==> run_1/wires.png <==
Drawn at 2 px/µm. Two of the layers only.
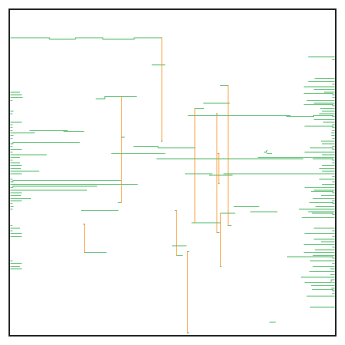
==> run_1/logic_types.png <==
Drawn at 3 px/µm.
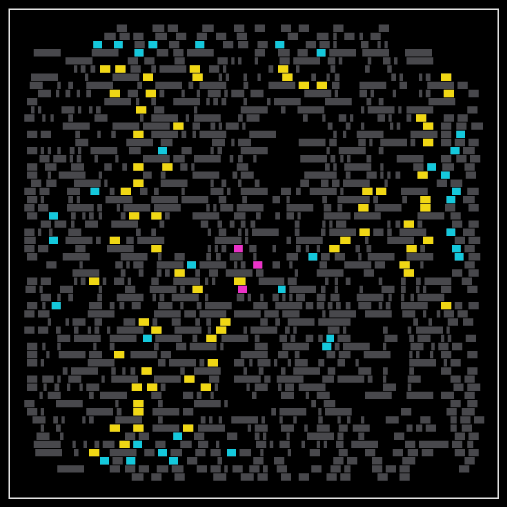
==> run_1/detail.png <==
Region (66, 99) to (96, 129) µm. Cells in grey, sequential cells in the stronger grey; small squares are vias.
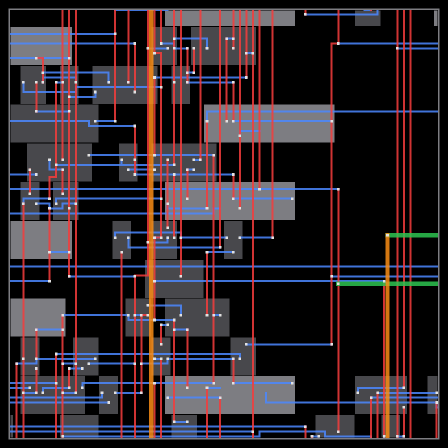
### src/rtl/hilo_unit_pkg.sv
`default_nettype none
// ============================================================================
//  Module      : hilo_unit_pkg
//  Description : Shared ALU op encodings plus the HI/LO unit state encodings
//                and default multiply/divide latencies.
//  Contents    : ALU_* op codes (5-bit), hilo_state_e, latency defaults,
//                counter width.
//  Revision    : 1.0 - initial release
// ============================================================================
package hilo_unit_pkg;

    // ALU op encodings driven on sig_alu_control by the decode stage.
    localparam logic [4:0] ALU_ADD  = 5'd0;
    localparam logic [4:0] ALU_SUB  = 5'd1;
    localparam logic [4:0] ALU_AND  = 5'd2;
    localparam logic [4:0] ALU_OR   = 5'd3;
    localparam logic [4:0] ALU_XOR  = 5'd4;
    localparam logic [4:0] ALU_NOR  = 5'd5;
    localparam logic [4:0] ALU_SLT  = 5'd6;
    localparam logic [4:0] ALU_SLL  = 5'd7;
    localparam logic [4:0] ALU_SRL  = 5'd8;
    localparam logic [4:0] ALU_SRA  = 5'd9;
    localparam logic [4:0] ALU_LUI  = 5'd10;
    localparam logic [4:0] ALU_MULT = 5'd11;
    localparam logic [4:0] ALU_DIV  = 5'd12;

    // Default cycles from mult/div acceptance to HI/LO commit.
    localparam int unsigned DEFAULT_MULT_CYCLES = 4;
    localparam int unsigned DEFAULT_DIV_CYCLES  = 16;

    // Latency counter width; latencies are limited to 1..31.
    localparam int unsigned CNT_W = 5;

    typedef enum logic [1:0] {
        HILO_IDLE      = 2'd0,
        HILO_MULT_BUSY = 2'd1,
        HILO_DIV_BUSY  = 2'd2
    } hilo_state_e;

endpackage
`default_nettype wire

### src/rtl/hilo_latency_counter.sv
`default_nettype none
// ============================================================================
//  Module      : hilo_latency_counter
//  Description : Loadable down-counter timing a mult/div in flight. Counts
//                down one per cycle and rests at zero.
//  Ports       : clk, rst_n      - clock, async active-low reset
//                load            - load load_value this cycle
//                load_value[4:0] - value loaded
//                count_zero      - counter currently at zero
//  Revision    : 1.0 - initial release
// ============================================================================
module hilo_latency_counter
    import hilo_unit_pkg::*;
(
    input  logic             clk,
    input  logic             rst_n,
    input  logic             load,
    input  logic [CNT_W-1:0] load_value,
    output logic             count_zero
);

    logic [CNT_W-1:0] count_q;
    logic [CNT_W-1:0] count_d;

    always_comb begin
        count_d = count_q;
        if (load) begin
            count_d = load_value;
        end else if (count_q != '0) begin
            count_d = count_q - 1'b1;
        end
    end

    always_ff @(posedge clk or negedge rst_n) begin
        if (!rst_n) begin
            count_q <= '0;
        end else begin
            count_q <= count_d;
        end
    end

    assign count_zero = (count_q == '0);

endmodule
`default_nettype wire

### src/rtl/hilo_unit.sv
`default_nettype none
// ============================================================================
//  Module      : hilo_unit
//  Description : Architectural HI/LO registers with multi-cycle mult/div
//                latency modelling, hazard stall, mfhi/mflo read mux and
//                mthi/mtlo writes.
//  Ports       : clk, rst_n                  - clock, async active-low reset
//                ex_valid                    - EX instruction valid
//                sig_alu_control[4:0]        - EX ALU op code
//                src_a, src_b [31:0]         - ALU operands (src_a = mt data)
//                alu_hi, alu_lo [31:0]       - ALU mult/div results
//                ex_is_mfhi/mflo/mthi/mtlo   - decoded HI/LO instruction class
//                hi_q, lo_q [31:0]           - architectural HI/LO
//                mf_data [31:0]              - mfhi/mflo read data
//                busy                        - mult/div in flight
//                stall                       - freeze IF/ID/EX
//                div_zero                    - pulse on rejected divide by 0
//  Revision    : 1.0 - initial release
// ============================================================================
module hilo_unit
    import hilo_unit_pkg::*;
#(
    parameter int unsigned MULT_CYCLES = DEFAULT_MULT_CYCLES,
    parameter int unsigned DIV_CYCLES  = DEFAULT_DIV_CYCLES
) (
    input  logic        clk,
    input  logic        rst_n,
    input  logic        ex_valid,
    input  logic [4:0]  sig_alu_control,
    input  logic [31:0] src_a,
    input  logic [31:0] src_b,
    input  logic [31:0] alu_hi,
    input  logic [31:0] alu_lo,
    input  logic        ex_is_mfhi,
    input  logic        ex_is_mflo,
    input  logic        ex_is_mthi,
    input  logic        ex_is_mtlo,
    output logic [31:0] hi_q,
    output logic [31:0] lo_q,
    output logic [31:0] mf_data,
    output logic        busy,
    output logic        stall,
    output logic        div_zero
);

    localparam logic [CNT_W-1:0] MULT_LOAD = CNT_W'(MULT_CYCLES - 1);
    localparam logic [CNT_W-1:0] DIV_LOAD  = CNT_W'(DIV_CYCLES - 1);

    hilo_state_e state_q, state_d;
    logic [31:0] hi_d, lo_d;
    logic [31:0] pending_hi_q, pending_hi_d;
    logic [31:0] pending_lo_q, pending_lo_d;
    logic        div_zero_q, div_zero_d;

    logic             op_mult;
    logic             op_div;
    logic             hilo_dep;
    logic             accept;
    logic             start_op;
    logic             commit;
    logic             ex_go;
    logic             count_zero;
    logic [CNT_W-1:0] load_value;

    assign op_mult  = (sig_alu_control == ALU_MULT);
    assign op_div   = (sig_alu_control == ALU_DIV);
    assign busy     = (state_q != HILO_IDLE);

    // Any instruction that reads, writes or restarts HI/LO must wait for
    // the in-flight result, including during the final busy cycle.
    assign hilo_dep = ex_is_mfhi | ex_is_mflo | ex_is_mthi | ex_is_mtlo
                    | op_mult | op_div;
    assign stall    = busy & ex_valid & hilo_dep;
    assign ex_go    = ex_valid & ~stall;
    assign accept   = ex_go & (op_mult | op_div);

    // A divide by zero is accepted (so it leaves EX) but never starts.
    assign start_op = accept & (op_mult | (src_b != 32'd0));
    assign commit   = busy & count_zero;

    assign load_value = op_mult ? MULT_LOAD : DIV_LOAD;

    always_comb begin
        state_d      = state_q;
        hi_d         = hi_q;
        lo_d         = lo_q;
        pending_hi_d = pending_hi_q;
        pending_lo_d = pending_lo_q;
        div_zero_d   = accept & op_div & (src_b == 32'd0);

        unique case (state_q)
            HILO_IDLE: begin
                if (start_op) begin
                    pending_hi_d = alu_hi;
                    pending_lo_d = alu_lo;
                    state_d      = op_mult ? HILO_MULT_BUSY : HILO_DIV_BUSY;
                end
            end
            HILO_MULT_BUSY, HILO_DIV_BUSY: begin
                if (count_zero) begin
                    state_d = HILO_IDLE;
                end
            end
            default: begin
                state_d = HILO_IDLE;
            end
        endcase

        // mthi/mtlo stall while busy, so they never collide with a commit.
        if (commit) begin
            hi_d = pending_hi_q;
            lo_d = pending_lo_q;
        end else begin
            if (ex_go & ex_is_mthi) begin
                hi_d = src_a;
            end
            if (ex_go & ex_is_mtlo) begin
                lo_d = src_a;
            end
        end
    end

    always_ff @(posedge clk or negedge rst_n) begin
        if (!rst_n) begin
            state_q      <= HILO_IDLE;
            hi_q         <= 32'd0;
            lo_q         <= 32'd0;
            pending_hi_q <= 32'd0;
            pending_lo_q <= 32'd0;
            div_zero_q   <= 1'b0;
        end else begin
            state_q      <= state_d;
            hi_q         <= hi_d;
            lo_q         <= lo_d;
            pending_hi_q <= pending_hi_d;
            pending_lo_q <= pending_lo_d;
            div_zero_q   <= div_zero_d;
        end
    end

    assign div_zero = div_zero_q;

    // Reads see committed state only; pending results are not forwarded.
    assign mf_data = ex_is_mfhi ? hi_q :
                     ex_is_mflo ? lo_q : 32'd0;

    hilo_latency_counter u_latency_counter (
        .clk        (clk),
        .rst_n      (rst_n),
        .load       (start_op),
        .load_value (load_value),
        .count_zero (count_zero)
    );

endmodule
`default_nettype wire

### config.mk
export PLATFORM = sky130hd
export DESIGN_NAME = hilo_unit
export DESIGN_NICKNAME = d
export VERILOG_FILES = /design/src/rtl/hilo_unit_pkg.sv /design/src/rtl/hilo_latency_counter.sv /design/src/rtl/hilo_unit.sv
export SDC_FILE = /design/constraint.sdc
export NUM_CORES = 1
export LEC_CHECK = 0
export CAP_MARGIN = 15
export CELL_PAD_IN_SITES_DETAIL_PLACEMENT = 1
export CELL_PAD_IN_SITES_GLOBAL_PLACEMENT = 1
export CORE_MARGIN = 4
export CORE_UTILIZATION = 30
export DETAILED_ROUTE_END_ITERATION = 12
export GPL_TIMING_DRIVEN = 0
export HOLD_SLACK_MARGIN = 0.02
export PLACE_DENSITY_LB_ADDON = 0.1
export SETUP_SLACK_MARGIN = 0.02
export SYNTH_ARGS = -nofsm -noshare
export SYNTH_HDL_FRONTEND = slang
export SYNTH_HIERARCHICAL = 1
export SYNTH_SLANG_ARGS = --single-unit
export TNS_END_PERCENT = 20
### constraint.sdc
create_clock -name clk -period 2.2 [get_ports clk]
set_clock_uncertainty 0.05 [all_clocks]
set_input_delay 0.22 -clock clk [delete_from_list [all_inputs] [get_ports clk]]
set_output_delay 0.22 -clock clk [all_outputs]
set_load 0.05 [all_outputs]
==> results.ini, run 1 <==
[status]
status=completed

[cells_and_area]
layout_top_cell=clkdlybuf4s50_1
layout.nets=1151
syn_to_final_growth_pct=51.1
utilization_pct=46.1
num-fill-cells=2663
layout-drive-gt1-share_pct=18.1
fin_area_um2=10800
final_cell_mix=clkdlybuf4s50_1 (201), nand2_1 (200), dfrtp_1 (136)

[clock_network]
clockBufferDepth=2
path_clk_slew_ns=0.06
cts_tree=yes
insertion_delay_ns=0.42
htreeDepth=4

[yosys]
topCellsByArea=dfrtp_1 (48%), nand2_1 (10%), mux2i_1 (8.9%)
xor_share_pct=0.367
ys_cells=748
synth-seq-cells=136
ys_sh_simple_pct=17.5
top_area_share_pct=47.5
yosysMostFrequentCell=nand2_1
yosys_warnings=6
netlist_area_um2=7160
mux_share_pct=9.11
synth_cell_types=39
netlist_logic_family_top=AND-OR/OR-AND gates
flop_cell=dfrtp_1
synthCells=748
edf_count=0

[worst_setup_path]
startpoint_type=input pin
slowest_stage=clkdlybuf4s50_1
slowest_delay_ns=0.46
arrival_ns=1.92
critPathTopFamily=buffers and inverters
cp.depth=6
rr_worst_depth=10
crit_end=stall
path_cells=clkdlybuf4s50_1 -> or3b_1 -> a21oi_2 -> o21ai_0 -> nor2_1 -> buf_4
path_class=input pin to primary output
required_ns=1.93
worstSetupStartpoint=sig_alu_control[2]
regToRegSetupSlack_ns=0.06

[placed_design]
hpwl_mm=20.5
gp_congestion=0.775
dpl_cell_area_um2=9970
portBuffers=237
place_ws_ns=-1.02

[final_timing]
slew_headroom_pct=51.9
fin_tns_setup_ns=0
drv_slew=0
setup_ws_ns=0.00976
rsz0062_at_grt=yes
layout_min_cycle_time_ns=2.19
period_used_pct=99.6
fmax_mhz=457

[global_routing]
track_usage_pct=20.7
grt_max_degree=79
grt_pass1_vias=7279
grt_pass1_wl_mm=42.7
grt_antenna_before_repair=0
grt_overflow=0

[floorplanning]
core_um2=23500
rows=56
dieArea_um2=26400
top_level_ports=239
die_height_um=162

[power_and_ir_drop]
p_per_area_nw_per_um2=1370
peakVddDrop_mv=0.765
p_leak_nw=4.94

[detailed_routing]
dr_total_vias=6705
vias_per_cell=5.00
post-route-drc-count=0
drtPass1Iterations=4
ant_nets=0
detailedRoute.firstIterationViolations=354
wirelength_mm=27.5
wl_per_cell_um=20.5

[job]
tool_warnings=29
maxCapViolCount=0

[min_path]
hold_class=input pin to asynchronous set/reset pin

About wires.png:
[green] metal 3 | wire length: 1630 µm
[orange] metal 4 | wire length: 410 µm

About logic_types.png:
[yellow] multiplexers | cells: 65 | where: all over the die
[magenta] XOR/XNOR gates | cells: 3
[cyan] AND-OR and OR-AND gates | cells: 34 | where: all over the die

About detail.png:
[red] metal 2
[orange] metal 4
[blue] metal 1
[green] metal 3
sequential cells in the window: 3
cells with their middle in the window: 32
most frequent: nand2_1 (10), nand3_1 (6), o211ai_2 (6)
netlist names of flops here include: `pending_hi_q` (3)

[run 1: power breakdown]
| group | switching (mW) | leakage, nW | internal [mW] |
|---|---|---|---|
| Clock | 1.19 | 0.284 | 1.80 |
| Combinational | 5.08 | 3.24 | 2.75 |
| Sequential | 0.756 | 1.42 | 3.28 |
| Total | 7.02 | 4.94 | 7.83 |
[run 1: cell type report]
type                       count  area, µm²  share of cell area (%)
buffer                        64        434                    4.01
clock buffer                  19        433                    4.00
clock inverter                13        174                    1.61
inverter                       7       30.0                   0.278
multi-input combinational    542       3490                    32.2
sequential                   136       3400                    31.5
tap                          319        399                    3.69
timing repair buffer         241       2460                    22.7
[run 1: state kept, by name, summed over array words and instances, names as in the netlist]
register	cells
hi_q	32
pending_hi_q	32
state_q	2
pending_lo_q	32
div_zero	1
u_latency_counter/count_q	5
lo_q	32
[run 1: timing repair]
action | in CTS | in global routing
hold buffers | 1 | 0
hold endpoints to repair | 58 | 0
pin swaps | 0 | 3
buffers inserted | 1 | 1
setup endpoints to repair | 162 | 129
resized | 149 | 35
[run 1: per-layer routing]
metal  share of wire (%)  track usage (%)  wire (µm)
met2                  47             33.9      12900
met3                 5.9             3.95       1630
met4                 1.5             5.23        410
met1                  46             28.2      12600
met5                   0                0          0
[run 1: per-stage QoR]
stage	total power [mW]	hold slack (ns)
floorplan	9.03	-0.126
global placement	11.9	0.440
detailed placement	12.0	0.194
CTS	15.0	0.297
global route	15.6	0.315
finish	14.8	0.304
[run 1: cell families after synthesis]
logic type               after synthesis
multiplexers                          65
other                                  2
flip-flops                           136
XOR/XNOR                               3
AND/OR/NAND/NOR                      292
adder cells (fa/ha/maj)                2
buffers and inverters                 71
AND-OR/OR-AND                        177
## Run 2: what changed since run 1
--- a/config.mk
+++ b/config.mk
@@ -10,6 +10,7 @@
 export CELL_PAD_IN_SITES_GLOBAL_PLACEMENT = 1
 export CORE_MARGIN = 4
 export CORE_UTILIZATION = 30
+export CTS_CLUSTER_DIAMETER = 60
 export DETAILED_ROUTE_END_ITERATION = 12
 export GPL_TIMING_DRIVEN = 0
 export HOLD_SLACK_MARGIN = 0.02
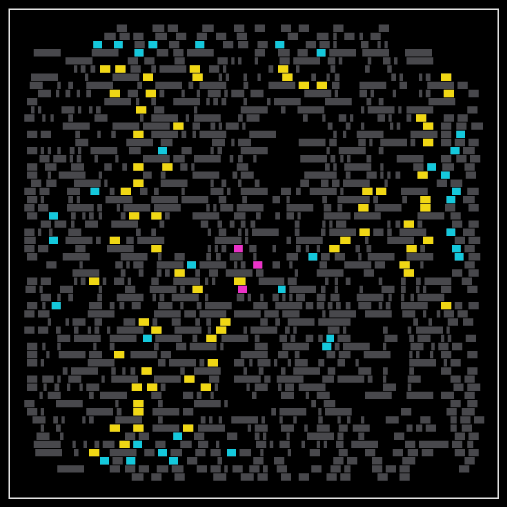
(run_2/logic_types.png)
Drawn at 3 px/µm.
[yellow] multiplexers | cells: 65 | where: all over the die
[cyan] AND-OR and OR-AND gates | cells: 34 | where: all over the die
[magenta] XOR/XNOR gates | cells: 3

==> results.ini, run 2 <==
[cells_and_area]
layout-drive-gt1-share_pct=18.1
layout_top_cell=clkdlybuf4s50_1
fin_area_um2=10800
syn_to_final_growth_pct=51.1
layout.nets=1151
finalNonFillerCells=1341
final_cell_mix=clkdlybuf4s50_1 (201), nand2_1 (200), dfrtp_1 (136)
diodes=0
num-fill-cells=2663
utilization_pct=46.1

[final_timing]
finalSetupViolations=0
fmax_mhz=457
slew_headroom_pct=51.9
setup_ws_ns=0.00976
worst_hold_slack_ns=0.304
worst_pin_slew_ns=0.721
fin_tns_setup_ns=0
rsz0062_at_grt=yes
layout_min_cycle_time_ns=2.19
period_used_pct=99.6
hold_viol=0
drv_slew=0

[worst_setup_path]
path_class=input pin to primary output
path_cells=clkdlybuf4s50_1 -> or3b_1 -> a21oi_2 -> o21ai_0 -> nor2_1 -> buf_4
rr_startpoint=state_q[0]$_DFFE_PN0P_
slowest_delay_ns=0.46
worstPathBufferInverterCount=2
cp-end-kind=primary output
crit_fanout=3
required_ns=1.93
arrival_ns=1.92
regToRegSetupSlack_ns=0.06
rr_worst_depth=10
timing.rr.end=u_latency_counter/count_q[3]$_DFFE_PN0P_
slowest_stage=clkdlybuf4s50_1
startpoint_type=input pin
critPathTopFamily=buffers and inverters

[detailed_routing]
wirelength_mm=27.5
post-route-drc-count=0
met2WireLength_mm=12.9
wl_met3_mm=1.63
vias_per_cell=5.00
dr_total_vias=6705
route.top_layer_used=met4
wl_per_cell_um=20.5
drt-met1-wl_mm=12.6
detailedRoute.firstIterationViolations=354
drtPass1Iterations=4
ant_nets=0

[clock_network]
cts_made_buffers=17
clockBufferDepth=2
path_clk_slew_ns=0.06
cts_num_sinks=136
cts_root_buffer=clkbuf_16
cts_tree=yes
htreeDepth=4
insertion_delay_ns=0.42

[floorplanning]
dieArea_um2=26400
fp_util_pct=30.5
top_level_ports=239
die_height_um=162
rows=56
die_w_um=162
core_um2=23500

[yosys]
edf_count=0
synthArstFlopShare_pct=100
flop_cell=dfrtp_1
top_area_cell=dfrtp_1
top_area_share_pct=47.5
yosys-top-cells-count=nand2_1 (200), dfrtp_1 (136), o21ai_0 (68), nand3_1 (66), mux2i_1 (64)
synthCells=748
yosysMostFrequentCell=nand2_1
syn_avg_cell_area_um2=9.57
topCellsByArea=dfrtp_1 (48%), nand2_1 (10%), mux2i_1 (8.9%)
yosys_area_um2=7160
synth_seq_share_pct=47.5
ys_cells=748
netlist_area_um2=7160
synth_cell_types=39
synth-seq-cells=136
yosys_warnings=6

[placed_design]
dpl.cell_count=1306
place_ws_ns=-1.02
hpwl_mm=20.5
portBuffers=237
gp_congestion=0.775
dpl_cell_area_um2=9970

[power_and_ir_drop]
p_sw_mw=7.02
power_mw=14.8
seqPwrFrac_pct=27.2
p_per_area_nw_per_um2=1370
peakVddDrop_mv=0.765
comb_power_share_pct=52.8
netSwitchingFraction_pct=47.3
cell_internal_pwr_mw=7.83
clock_power_share_pct=20.1
p_leak_nw=4.94

[global_routing]
grt_overflow=0
grt_max_degree=79
grt_use_met3_pct=3.95
grtUsageMet1_pct=28.2
met2_usage_pct=33.9
grt_antenna_before_repair=0
grt_pass1_wl_mm=42.7
grt_pass1_vias=7279
grt_busiest_layer=met2
track_usage_pct=20.7

[min_path]
hold_class=input pin to asynchronous set/reset pin

[status]
status=completed

[job]
maxCapViolCount=0
tool_warnings=29

==> run 2: worst max path at each step <==
stage | start | to | slack (ns) | cells past startpoint
after global routing | sig_alu_control[2] | stall | -0.07 | 6
after global placement | rst_n | pending_lo_q[15]$_DFFE_PN0P_ | -5.18 | 1
after detailed placement | u_latency_counter/count_q[0]$_DFFE_PN0P_ | hi_q[29]$_DFFE_PN0P_ | -1.02 | 9
after CTS | ex_is_mflo | mf_data[19] | -0.06 | 5
after floorplan | u_latency_counter/count_q[0]$_DFFE_PN0P_ | hi_q[29]$_DFFE_PN0P_ | 0.0008 | 9
final | sig_alu_control[2] | stall | 0.01 | 6
==> run 2: power by group through the flow <==
stage / sequential, mW / combinational, mW / clock [mW]
after floorplan: 5.97 / 3.06 / 0
after global placement: 4.06 / 7.80 / 0
after detailed placement: 4.08 / 7.90 / 0
after CTS: 4.04 / 7.88 / 3.05
after global routing: 4.16 / 8.30 / 3.16
final: 4.03 / 7.83 / 2.98
==> run 2: final cells by class <==
type                       count  area [µm²]  area share, %
clock buffer                  19         433           4.00
buffer                        64         434           4.01
sequential                   136        3400           31.5
tap                          319         399           3.69
clock inverter                13         174           1.61
timing repair buffer         241        2460           22.7
multi-input combinational    542        3490           32.2
inverter                       7        30.0          0.278
==> run 2: what timing repair did <==
item / in CTS / in global routing
buffers inserted: 1 / 1
hold endpoints to repair: 58 / 0
cloned: 0 / 0
pin swaps: 0 / 3
gates resized: 149 / 35
hold buffers: 1 / 0
endpoints found under the setup margin: 162 / 129
==> run 2: cell families after synthesis <==
kind of cell	synth area share, %
muxes	9.11
xor gates and xnor gates	0.367
DFF	47.5
and+or+nand+nor	17.5
buffers and inverters	4.81
adders and majority gates	0.349
AOI/OAI and AO/OA	20.2
other	0.105
==> run_2/layer_met1.png <==
Drawn at 2 px/µm. Supply wires on this layer in grey.
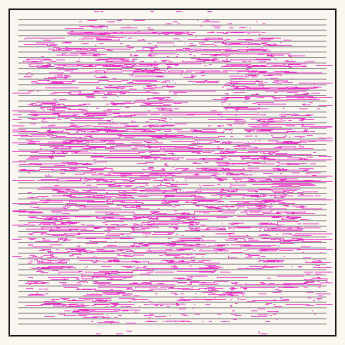

## Run 3: what changed since run 2
--- a/config.mk
+++ b/config.mk
@@ -5,6 +5,7 @@
 export SDC_FILE = /design/constraint.sdc
 export NUM_CORES = 1
 export LEC_CHECK = 0
+export ABC_CLOCK_PERIOD_IN_PS = 2200
 export CAP_MARGIN = 15
 export CELL_PAD_IN_SITES_DETAIL_PLACEMENT = 1
 export CELL_PAD_IN_SITES_GLOBAL_PLACEMENT = 1
@@ -15,6 +16,7 @@
 export GPL_TIMING_DRIVEN = 0
 export HOLD_SLACK_MARGIN = 0.02
 export PLACE_DENSITY_LB_ADDON = 0.1
+export REMOVE_ABC_BUFFERS = 1
 export SETUP_SLACK_MARGIN = 0.02
 export SYNTH_ARGS = -nofsm -noshare
 export SYNTH_HDL_FRONTEND = slang
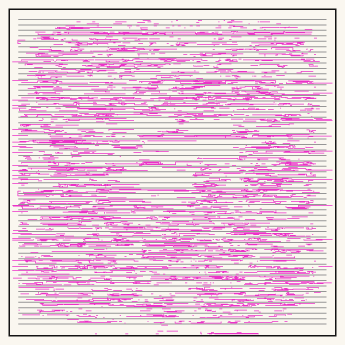
(run_3/layer_met1.png)
Drawn at 2 px/µm. Supply wires on this layer in grey.
nets with wire on the layer: 1001
share of all routed wire: 44%

==> results.ini, run 3 <==
[status]
status=completed

[clock_network]
cts_num_sinks=136
cts_root_buffer=clkbuf_16
htreeDepth=4
insertion_delay_ns=0.42
cts_tree=yes
cts_resized=53
path_clk_slew_ns=0.07
cts_made_buffers=17
cts_setup_buffers=13
clockBufferDepth=2
hold_buffers=1

[placed_design]
gp_congestion=0.718
dpl.cell_count=1253
place_ws_ns=-1.47
portBuffers=238
hpwl_mm=16.2

[yosys]
yosysMostFrequentCell=nand2_1
synth_cell_types=39
synth_seq_share_pct=47.5
netlist_logic_family_top=AND-OR/OR-AND gates
synth-seq-cells=136
edf_count=0
top_area_share_pct=47.5
synthArstFlopShare_pct=100
ys_sh_simple_pct=17.5
yosys_area_um2=7160
xor_share_pct=0.367
yosys-top-cells-count=nand2_1 (200), dfrtp_1 (136), o21ai_0 (68), nand3_1 (66), mux2i_1 (64)
yosys_warnings=6
netlist_area_um2=7160
flop_cell=dfrtp_1
top_area_cell=dfrtp_1
ys_cells=748
ys_sh_aoi_pct=20.2
mux_share_pct=9.11
adder_share_pct=0.350
topCellsByArea=dfrtp_1 (48%), nand2_1 (10%), mux2i_1 (8.9%)
syn_avg_cell_area_um2=9.57
synthCells=748

[global_routing]
grt_busiest_layer=met2
met2_usage_pct=35.3
grt_antenna_before_repair=0
track_usage_pct=20.4
grt_use_met3_pct=4.58
grtUsageMet1_pct=26.0
grt_pass1_vias=7316
grt_pass1_wl_mm=42.2
grt_overflow=0
grt_max_degree=84

[cells_and_area]
layout.nets=1130
final_cell_mix=clkdlybuf4s50_1 (202), nand2_1 (200), dfrtp_1 (136)
layout-drive-gt1-share_pct=15.5
utilization_pct=46.9
layout_top_cell=clkdlybuf4s50_1
finalNonFillerCells=1320
diodes=0
syn_to_final_growth_pct=53.7
num-fill-cells=2611

[final_timing]
worst_pin_slew_ns=0.798
period_used_pct=96.0
slew_headroom_pct=46.8
rsz0062_at_grt=yes
finalSetupViolations=0
setup_ws_ns=0.0889
fmax_mhz=474
hold_viol=0
drv_slew=0
layout_min_cycle_time_ns=2.11

[worst_setup_path]
startpoint_type=input pin
cp-end-kind=primary output
crit_fanout=14
required_ns=1.93
critPathTopFamily=buffers and inverters
slowest_stage=dlygate4sd2_1
path_cells=clkdlybuf4s50_1 -> nor2b_4 -> buf_12 -> a22o_1 -> dlygate4sd2_1
path_class=input pin to primary output
worstPathBufferInverterCount=3
slowest_delay_ns=0.53
arrival_ns=1.84

[floorplanning]
die_height_um=162
rows=56
top_level_ports=239
die_w_um=162
core_um2=23500
fp_util_pct=30.5
dieArea_um2=26400

[detailed_routing]
post-route-drc-count=0
route.top_layer_used=met4
ant_nets=0
vias_per_cell=5.05
wl_met3_mm=1.35
drt-met1-wl_mm=12.2
wirelength_mm=27.5
wl_per_cell_um=20.8
dr_total_vias=6663
drtPass1Iterations=4
met2WireLength_mm=13.6
detailedRoute.firstIterationViolations=389

[job]
maxCapViolCount=0
tool_warnings=27

[power_and_ir_drop]
peakVddDrop_mv=0.679
p_per_area_nw_per_um2=1350
power_mw=14.9
p_leak_nw=5.08

[min_path]
hold_class=input pin to asynchronous set/reset pin

## run 3: cell types whose count changed in the layout (fill, tap and decap cells not counted), sizes merged, moves of 3 or more
cell           delta
clkbuf           -34
clkdlybuf4s15    -29
dlygate4sd2      +29
buf               +5
inv               +4
bufbuf            +3
## run 3: final timing paths
| kind | start | end | slack [ns] | depth (start not counted) |
|---|---|---|---|---|
| max | ex_is_mflo | mf_data[15] | 0.09 | 5 |
| min | rst_n | lo_q[15]$_DFFE_PN0P_ | 0.27 | 2 |
| max reg2reg | state_q[0]$_DFFE_PN0P_ | hi_q[1]$_DFFE_PN0P_ | 0.12 | 5 |
| min reg2reg | pending_hi_q[0]$_DFFE_PN0P_ | hi_q[0]$_DFFE_PN0P_ | 0.46 | 2 |
| max in group asynchronous | rst_n | pending_hi_q[7]$_DFFE_PN0P_ | 0.98 | 3 |
| min in group clk | alu_lo[5] | pending_lo_q[5]$_DFFE_PN0P_ | 0.32 | 3 |
## run 3: metrics by stage
stage	hold WS (ns)	cell area, µm²	TNS, ns
4_1_cts	0.283	10800	-0.827
3_5_place_dp	0.177	9950	-88.02
6_report	0.265	11000	0
5_1_grt	0.312	11000	-0.0932
3_3_place_gp	0.438	9630	-1719.11
2_1_floorplan	-0.126	6850	-418.52
## run 3: final cells by class
type	instances	area (µm²)	area share [%]
Multi-Input combinational cell	547	3610	32.8
Sequential cell	136	3400	30.9
Timing Repair Buffer	279	2960	26.9
Clock buffer	18	429	3.90
Tap cell	319	399	3.63
Clock inverter	14	171	1.56
Inverter	7	26.3	0.239
## run 3: where the power goes
group	switching (mW)	internal (mW)	leakage (nW)
clock network	1.20	1.79	0.287
logic	5.14	2.79	3.37
registers	0.678	3.28	1.42
No activity file was given, so power comes from the tool's default toggle rates.
